run_1/m3.png
Scale: 4 px per um. Cells faint in the background.
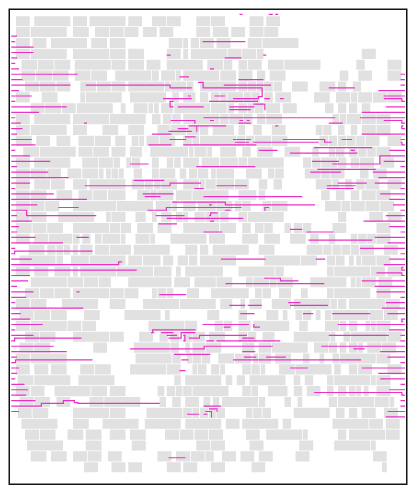
run_1/m4.png
Scale: 3 px per um. Supply wires on this layer in grey. Cells faint in the background.
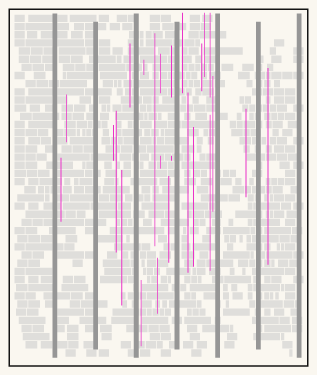
run_1/closeup.png
Window x 49 to 99, y 64 to 114 um. Cells in grey, sequential cells in the stronger grey; small squares are vias.
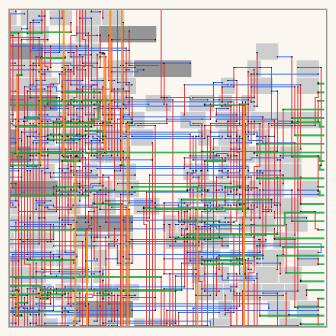
run_1/clock_nets.png
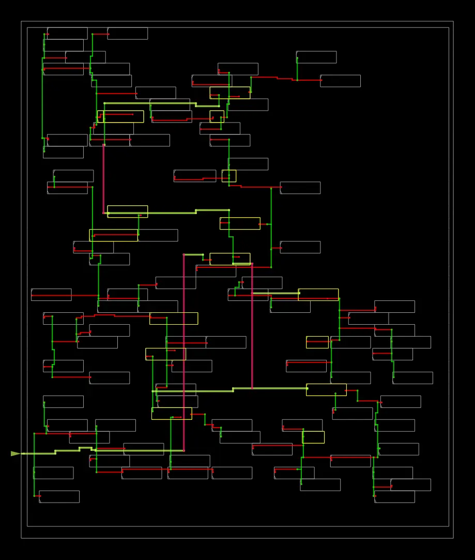
Design mem_access_unit, sky130hd; sources not shown.
==> Implementation_results.wiki, run 1 <==
=== Synthesis and place and route ===
{| class="wikitable"
! Metric !! Value
|-
| Synth Area in XOR/XNOR || 0.1583%
|-
| Placed cell count || 845
|-
| Met1 layer wirelength in the final routing || 7206 um
|-
| Most instantiated logic cells after routing || 198 x clkdlybuf4s50_1, 113 x mux2_2, 84 x dfrtp_1, 61 x o22ai_1, 36 x inv_1
|-
| Group with the largest share of power || combinational cells
|-
| Distinct cells, synth || 36
|-
| Yosys Instances || 555
|-
| Count of boundary I/O pins || 200
|-
| Worst hold slack || 505.5 ps
|-
| Comb area share || 38.89%
|-
| Detailed Routing Iterations Pass 1 || 7
|-
| Run status || finished, final reports clean
|-
| Library cell contributing the largest single delay on the critical path || nor3b_2
|-
| Final worst slack || 1555 ps
|-
| Cell type contributing the most total cell area after synthesis || dfrtp_1
|-
| Sequential portion of the cell area || 27.09%
|-
| Area of the core || 11,040 sq um
|-
| Vias per cell || 6.257
|-
| Antenna diodes || 0
|-
| CTS tree || built
|-
| Setup-failing EPs final || 0
|-
| Primary FF master, synth || dfrtp_1
|-
| Worst EP required || 4760 ps
|-
| Yosys warns || 0
|-
| Buffer count from post-CTS setup fixing || 0
|-
| Final count of hold timing violations || 0
|-
| Port Buffer Count || 198
|-
| Leading post-synthesis cells by instance count || 113 x mux2_2, 85 x dfrtp_1, 61 x o22ai_1
|-
| Met2 Track Usage GR || 52.71%
|-
| Tally of nets with antenna violations remaining after routing || 0
|-
| Number of DRC violations after detailed routing || 0
|-
| Clk network pwr share || 13.8%
|-
| Path class of the lowest-slack min-delay path || reg -> reg
|-
| Fraction of the yosys area taken by sequential cells || 38.44%
|-
| Final Instance Area || 7858 sq um
|-
| Clock Tree Root || clkbuf_16
|-
| Number of multi-input combinational cells || 386
|-
| Largest non-sequential cell family by area || multiplexers
|-
| Top cell type's share of synthesized area || 38.44%
|-
| Highest metal layer with signal wires || met4
|-
| Wire length of the first global-routing pass || 29,230 um
|-
| Signed area change from the synthesized netlist to the final layout || 42.02%
|-
| Fraction of final layout cells with drive strength greater than 1 || 20.85%
|-
| Proportion of synthesized area in mux cells || 23.27%
|-
| Worst slew slack as a fraction of its limit || 31.91%
|-
| Most repeated cell in the gate-level netlist after synthesis || mux2_2
|-
| Number of cells traversed by the worst hold path || 1
|-
| Combined area of the multi-input logic cells || 3055 sq um
|-
| Top cell family by delay on the critical path || simple AND/OR/NAND/NOR gates
|-
| Sequential fraction of design power || 24.7%
|-
| Post-CTS sizing || 0
|-
| Cells after synthesis || 555
|-
| Routability congestion estimate from global placement || 0.9078
|-
| Flip-flops with a built-in enable || 0
|-
| Flop count || 85
|-
| CTS Sinks || 85
|-
| Busiest layer in global routing || met2
|-
| Number of rows in the core area || 42
|-
| Number of logged tool warnings || 34
|-
| Transition at the pin with the smallest max-transition slack || 1021 ps
|-
| Bufs on Longest Clock Path || 2
|-
| Total global-route track usage || 32.38%
|-
| Metal3 WL || 1722 um
|-
| Antenna violations before repair || 0
|-
| Switch Pwr || 1.944 mW
|-
| Chip area from the yosys synthesis statistics || 5533 sq um
|-
| Crit path buffers/inverters || 2
|-
| Setup slack after placement || 2005 ps
|-
| Setup repair after global routing missed its margin || false
|-
| Register-to-register setup slack || 3070 ps
|-
| Met2 layer wire length in the routed design || 8975 um
|-
| Share of flip-flops with an asynchronous set or reset after synthesis || 100.0%
|-
| Non-clock buffering overhead || 25.89%
|-
| Number of flip-flops under the largest register name || 32
|-
| Number of fillers in the final layout || 800
|-
| Commonest Layout Cell || clkdlybuf4s50_1
|-
| Met1 GRT Util || 39.92%
|-
| Reported sequential group power || 1.19 mW
|-
| Critical Path Fanout Max || 16
|-
| Net Sw Frac || 40.27%
|-
| Signal buffers || 205
|-
| Peak VDD IR || 390.7 uV
|-
| Maximum clock frequency || 247.2 MHz
|-
| Clock transition at path regs || 60 ps
|-
| Adder-cell share of the synthesized area || 2.488%
|-
| Number of global-route vias before repair || 5,460
|-
| Pin count of the biggest net entering global routing || 67
|-
| Max-cap viol count || 0
|-
| Area used by sequential logic in the layout || 2128 sq um
|-
| Leakage power || 3.086 nW
|-
| Fp_density || 50.14%
|-
| WP depth || 6
|-
| Yosys reg bits || 85
|-
| Floorplan die width || 99 um
|-
| Detail-routed net length per standard cell || 21.64 um
|-
| Area fraction of clock buffers and clock inverters || 4.252%
|-
| Largest cell class || logic gates
|-
| Hold-fix buffers, CTS || 0
|-
| Fraction of the cycle the final worst path needs || 72.22%
|-
| Total chip power || 4.828 mW
|-
| Number of levels in the clock H-tree || 3
|-
| DIE AREA || 11,720 sq um
|-
| Pwr Density || 614.5 nW/um^2
|-
| Final tally of max-slew violations || 0
|-
| Final cell count without fillers || 861
|-
| CP max stage delay || 820 ps
|-
| Critical setup path kind || reg -> out
|-
| Post-layout minimum cycle time || 4045 ps
|-
| Cells along the critical path || inv_1 > ha_1 > nor3b_2 > nand3_1 > a31oi_1 > clkdlybuf4s50_1
|-
| Reported combinational group power || 2.97 mW
|-
| Worst endpoint data arrival time || 3200 ps
|-
| Number of tapcells || 132
|-
| Internal Pwr Total || 2.884 mW
|-
| DRC marker count from the first detailed-route iteration || 409
|-
| Floorplan die height || 118.4 um
|-
| Setup crit end kind || output pin
|-
| Combinational share of power || 61.6%
|-
| Basic Gates by Area || 9.860%
|-
| Mean cell area of the mapped netlist || 9.969 sq um
|}
## Picture notes: m3.png
- nets with wire on the layer: 207
- main direction: horizontal
- wire length on this layer: 1,720 um
- longest straight run: 32.7 um
Routed WL: 18,630 um
vias: 5,387
global-route met3 utilization: 8.220%

## Picture notes: m4.png
- share of all routed wire: 3.9%
- longest straight run: 70.7 um
- main direction: vertical
- wire length on this layer: 729 um
- nets with wire on the layer: 22

## Picture notes: closeup.png
- orange: M4
- red: M2
- blue: M1
- green: M3
- most frequent: clkdlybuf4s50_1 (43), mux2_2 (23), nand3_1 (21)
- cells with their middle in the window: 166
- sequential cells in the window: 7

## Picture notes: clock_nets.png
Clk. pwr: 664 uW
final-layout clock buffer total: 11
final setup skew: 4.250 ps
Skew-Pair Late Insertion Delay: 340 ps
CTS Buf Count: 9

==> inputs of run 2 (changes only) <==
--- a/config.mk
+++ b/config.mk
@@ -7,10 +7,10 @@
 export LEC_CHECK = 0
 export CORE_ASPECT_RATIO = 1.2
 export CORE_MARGIN = 1
-export CORE_UTILIZATION = 49
+export CORE_UTILIZATION = 46
 export CTS_BUF_LIST = sky130_fd_sc_hd__clkbuf_8 sky130_fd_sc_hd__clkbuf_16
 export DETAILED_ROUTE_END_ITERATION = 10
-export PLACE_DENSITY = 0.95
+export PLACE_DENSITY = 0.92
 export SLEW_MARGIN = 20
 export SYNTH_ARGS = -nofsm -noshare
 export SYNTH_HDL_FRONTEND = slang
==> constraint.sdc (replaced) <==
create_clock -name clk -period 3.89 [get_ports clk]
set_input_delay 0.5835 -clock clk [delete_from_list [all_inputs] [get_ports clk]]
set_output_delay 0.5835 -clock clk [all_outputs]
set_load 0.01 [all_outputs]
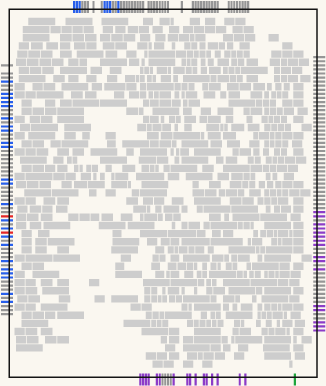
run_2/pinout.png
Scale: 3 px per um. Pins as bars across the die edge, other pins in grey.
- green: misalign (pins 1; direction output; edge bottom)
- purple: mdr (pins 32; direction output; edge 16 bottom, 16 right)
- blue: ram_addr (pins 30; direction output; edge 23 left, 7 top)
- red: lwsh (pins 2; direction input; edge left)
- all pins by edge: 68 right, 61 left, 50 top, 21 bottom
floorplan die height: 122.1 um
floorplan die width: 102.1 um
Port Buffer Count: 198

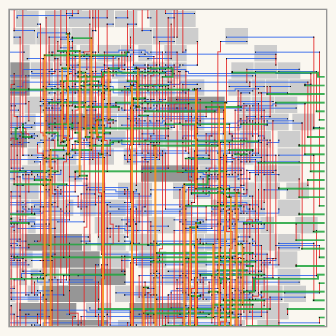
run_2/closeup.png
Window x 52 to 102, y 67 to 117 um. Cells in grey, sequential cells in the stronger grey; small squares are vias.
- blue: M1
- green: M3
- orange: M4
- red: M2
- cells with their middle in the window: 194
- most frequent: clkdlybuf4s50_1 (46), mux2_2 (24), o22ai_1 (22)
- sequential cells in the window: 9

==> run 2 against run 1 <==
Power up 43%. Die size rose by 6.4%. Cell area up 0.65%. Synthesized cell count unchanged. Clock-buffer cell count is 2 lower. Core utilization down 3.1 points. Via count down 0.48%. Register-to-register slack got worse by 1700 ps. Critical path type unchanged. Area after synthesis unchanged.
==> Implementation_results.wiki, run 2 <==
=== Synthesis and place and route ===
{| class="wikitable"
! Metric !! Value
|-
| Run status || finished, final reports clean
|-
| Final count of hold timing violations || 0 (unchanged)
|-
| Number of cells traversed by the worst hold path || 1 (unchanged)
|-
| Clk network pwr share || 13.3% (-0.5 points)
|-
| Peak VDD IR || 437.2 uV (+12%)
|-
| Worst EP required || 3310 ps (-1450 ps)
|-
| Group with the largest share of power || combinational cells
|-
| Number of DRC violations after detailed routing || 0 (unchanged)
|-
| Leading post-synthesis cells by instance count || 113 x mux2_2, 85 x dfrtp_1, 61 x o22ai_1
|-
| Flop count || 85 (unchanged)
|-
| Most repeated cell in the gate-level netlist after synthesis || mux2_2
|-
| Detail-routed net length per standard cell || 20.55 um (-5.0%)
|-
| Area used by sequential logic in the layout || 2128 sq um (unchanged)
|-
| DRC marker count from the first detailed-route iteration || 494 (+21%)
|-
| Fp_density || 47.61% (-2.5 points)
|-
| Critical Path Fanout Max || 20 (+4)
|-
| Total global-route track usage || 29.36% (-3.0 points)
|-
| Met1 layer wirelength in the final routing || 6774 um (-6.0%)
|-
| Routed WL || 18,270 um (-2.0%)
|-
| Top cell type's share of synthesized area || 38.44% (unchanged)
|-
| Post-CTS sizing || 0 (unchanged)
|-
| Yosys Instances || 555 (unchanged)
|-
| Comb area share || 38.63% (-0.25 points)
|-
| Reported sequential group power || 1.73 mW (+45%)
|-
| Area fraction of clock buffers and clock inverters || 4.034% (-0.22 points)
|-
| Fraction of the cycle the final worst path needs || 95.45%
|-
| Number of global-route vias before repair || 5,298 (-3.0%)
|-
| Skew-Pair Late Insertion Delay || 340 ps (about the same)
|-
| Final-layout clock buffer total || 9 (-2)
|-
| Number of levels in the clock H-tree || 3 (unchanged)
|-
| Distinct cells, synth || 36 (unchanged)
|-
| Sequential fraction of design power || 25.1% (+0.4 points)
|-
| Vias || 5,361 (-0.48%)
|-
| Max-cap viol count || 0 (unchanged)
|-
| Signed area change from the synthesized netlist to the final layout || 42.94%
|-
| Largest non-sequential cell family by area || multiplexers
|-
| Setup repair after global routing missed its margin || false
|-
| Crit path buffers/inverters || 2 (unchanged)
|-
| Antenna violations before repair || 0 (unchanged)
|-
| Fraction of final layout cells with drive strength greater than 1 || 21.31% (+0.46 points)
|-
| Final worst slack || 176.9 ps (-1379 ps)
|-
| Post-layout minimum cycle time || 3713 ps
|-
| Most instantiated logic cells after routing || 198 x clkdlybuf4s50_1, 113 x mux2_2, 84 x dfrtp_1, 61 x o22ai_1, 35 x inv_1
|-
| Adder-cell share of the synthesized area || 2.488% (unchanged)
|-
| Share of flip-flops with an asynchronous set or reset after synthesis || 100.0% (unchanged)
|-
| Final setup skew || 9.383 ps (+5.133 ps)
|-
| WP depth || 6 (unchanged)
|-
| Bufs on Longest Clock Path || 2 (unchanged)
|-
| Buffer count from post-CTS setup fixing || 0 (unchanged)
|-
| Number of multi-input combinational cells || 386 (unchanged)
|-
| Total chip power || 6.881 mW (+43%)
|-
| Non-clock buffering overhead || 26.17% (+0.27 points)
|-
| Highest metal layer with signal wires || met4
|-
| Met2 Track Usage GR || 46.94% (-5.8 points)
|-
| Library cell contributing the largest single delay on the critical path || nor3b_2
|-
| Fraction of the yosys area taken by sequential cells || 38.44% (unchanged)
|-
| Placed cell count || 873 (+3.3%)
|-
| Combinational share of power || 61.6% (about the same)
|-
| Mean cell area of the mapped netlist || 9.969 sq um (unchanged)
|-
| Transition at the pin with the smallest max-transition slack || 879.5 ps (-141.9 ps)
|-
| Number of flip-flops under the largest register name || 32 (unchanged)
|-
| Count of boundary I/O pins || 200 (unchanged)
|-
| Switch Pwr || 2.796 mW (+44%)
|-
| Pin count of the biggest net entering global routing || 67 (unchanged)
|-
| Area of the core || 11,620 sq um (+5.3%)
|-
| Metal3 WL || 1922 um (+12%)
|-
| Largest cell class || logic gates
|-
| Final cell count without fillers || 889 (+3.3%)
|-
| CP max stage delay || 750 ps (-70 ps)
|-
| Leakage power || 3.091 nW (+0.14%)
|-
| Setup-failing EPs final || 0 (unchanged)
|-
| Clock Tree Root || clkbuf_16
|-
| Internal Pwr Total || 4.085 mW (+42%)
|-
| Reported combinational group power || 4.24 mW (+43%)
|-
| Met2 layer wire length in the routed design || 8461 um (-5.7%)
|-
| Worst hold slack || 507.0 ps (+1.490 ps)
|-
| Top cell family by delay on the critical path || simple AND/OR/NAND/NOR gates
|-
| Number of logged tool warnings || 34 (unchanged)
|-
| CTS tree || built
|-
| Basic Gates by Area || 9.860% (unchanged)
|-
| Global-route met3 utilization || 7.631% (-0.59 points)
|-
| Setup crit end kind || output pin
|-
| Flip-flops with a built-in enable || 0 (unchanged)
|-
| Worst endpoint data arrival time || 3130 ps (-70 ps)
|-
| Wire length of the first global-routing pass || 27,790 um (-4.9%)
|-
| Busiest layer in global routing || met2
|-
| Clock transition at path regs || 70 ps (about the same)
|-
| Maximum clock frequency || 269.3 MHz
|-
| CTS Sinks || 85 (unchanged)
|-
| Routability congestion estimate from global placement || 1.016 (+12%)
|-
| Hold-fix buffers, CTS || 0 (unchanged)
|-
| Combined area of the multi-input logic cells || 3055 sq um (unchanged)
|-
| Antenna diodes || 0 (unchanged)
|}
Power figures rest on the tool's default switching activity, not on a simulated workload.
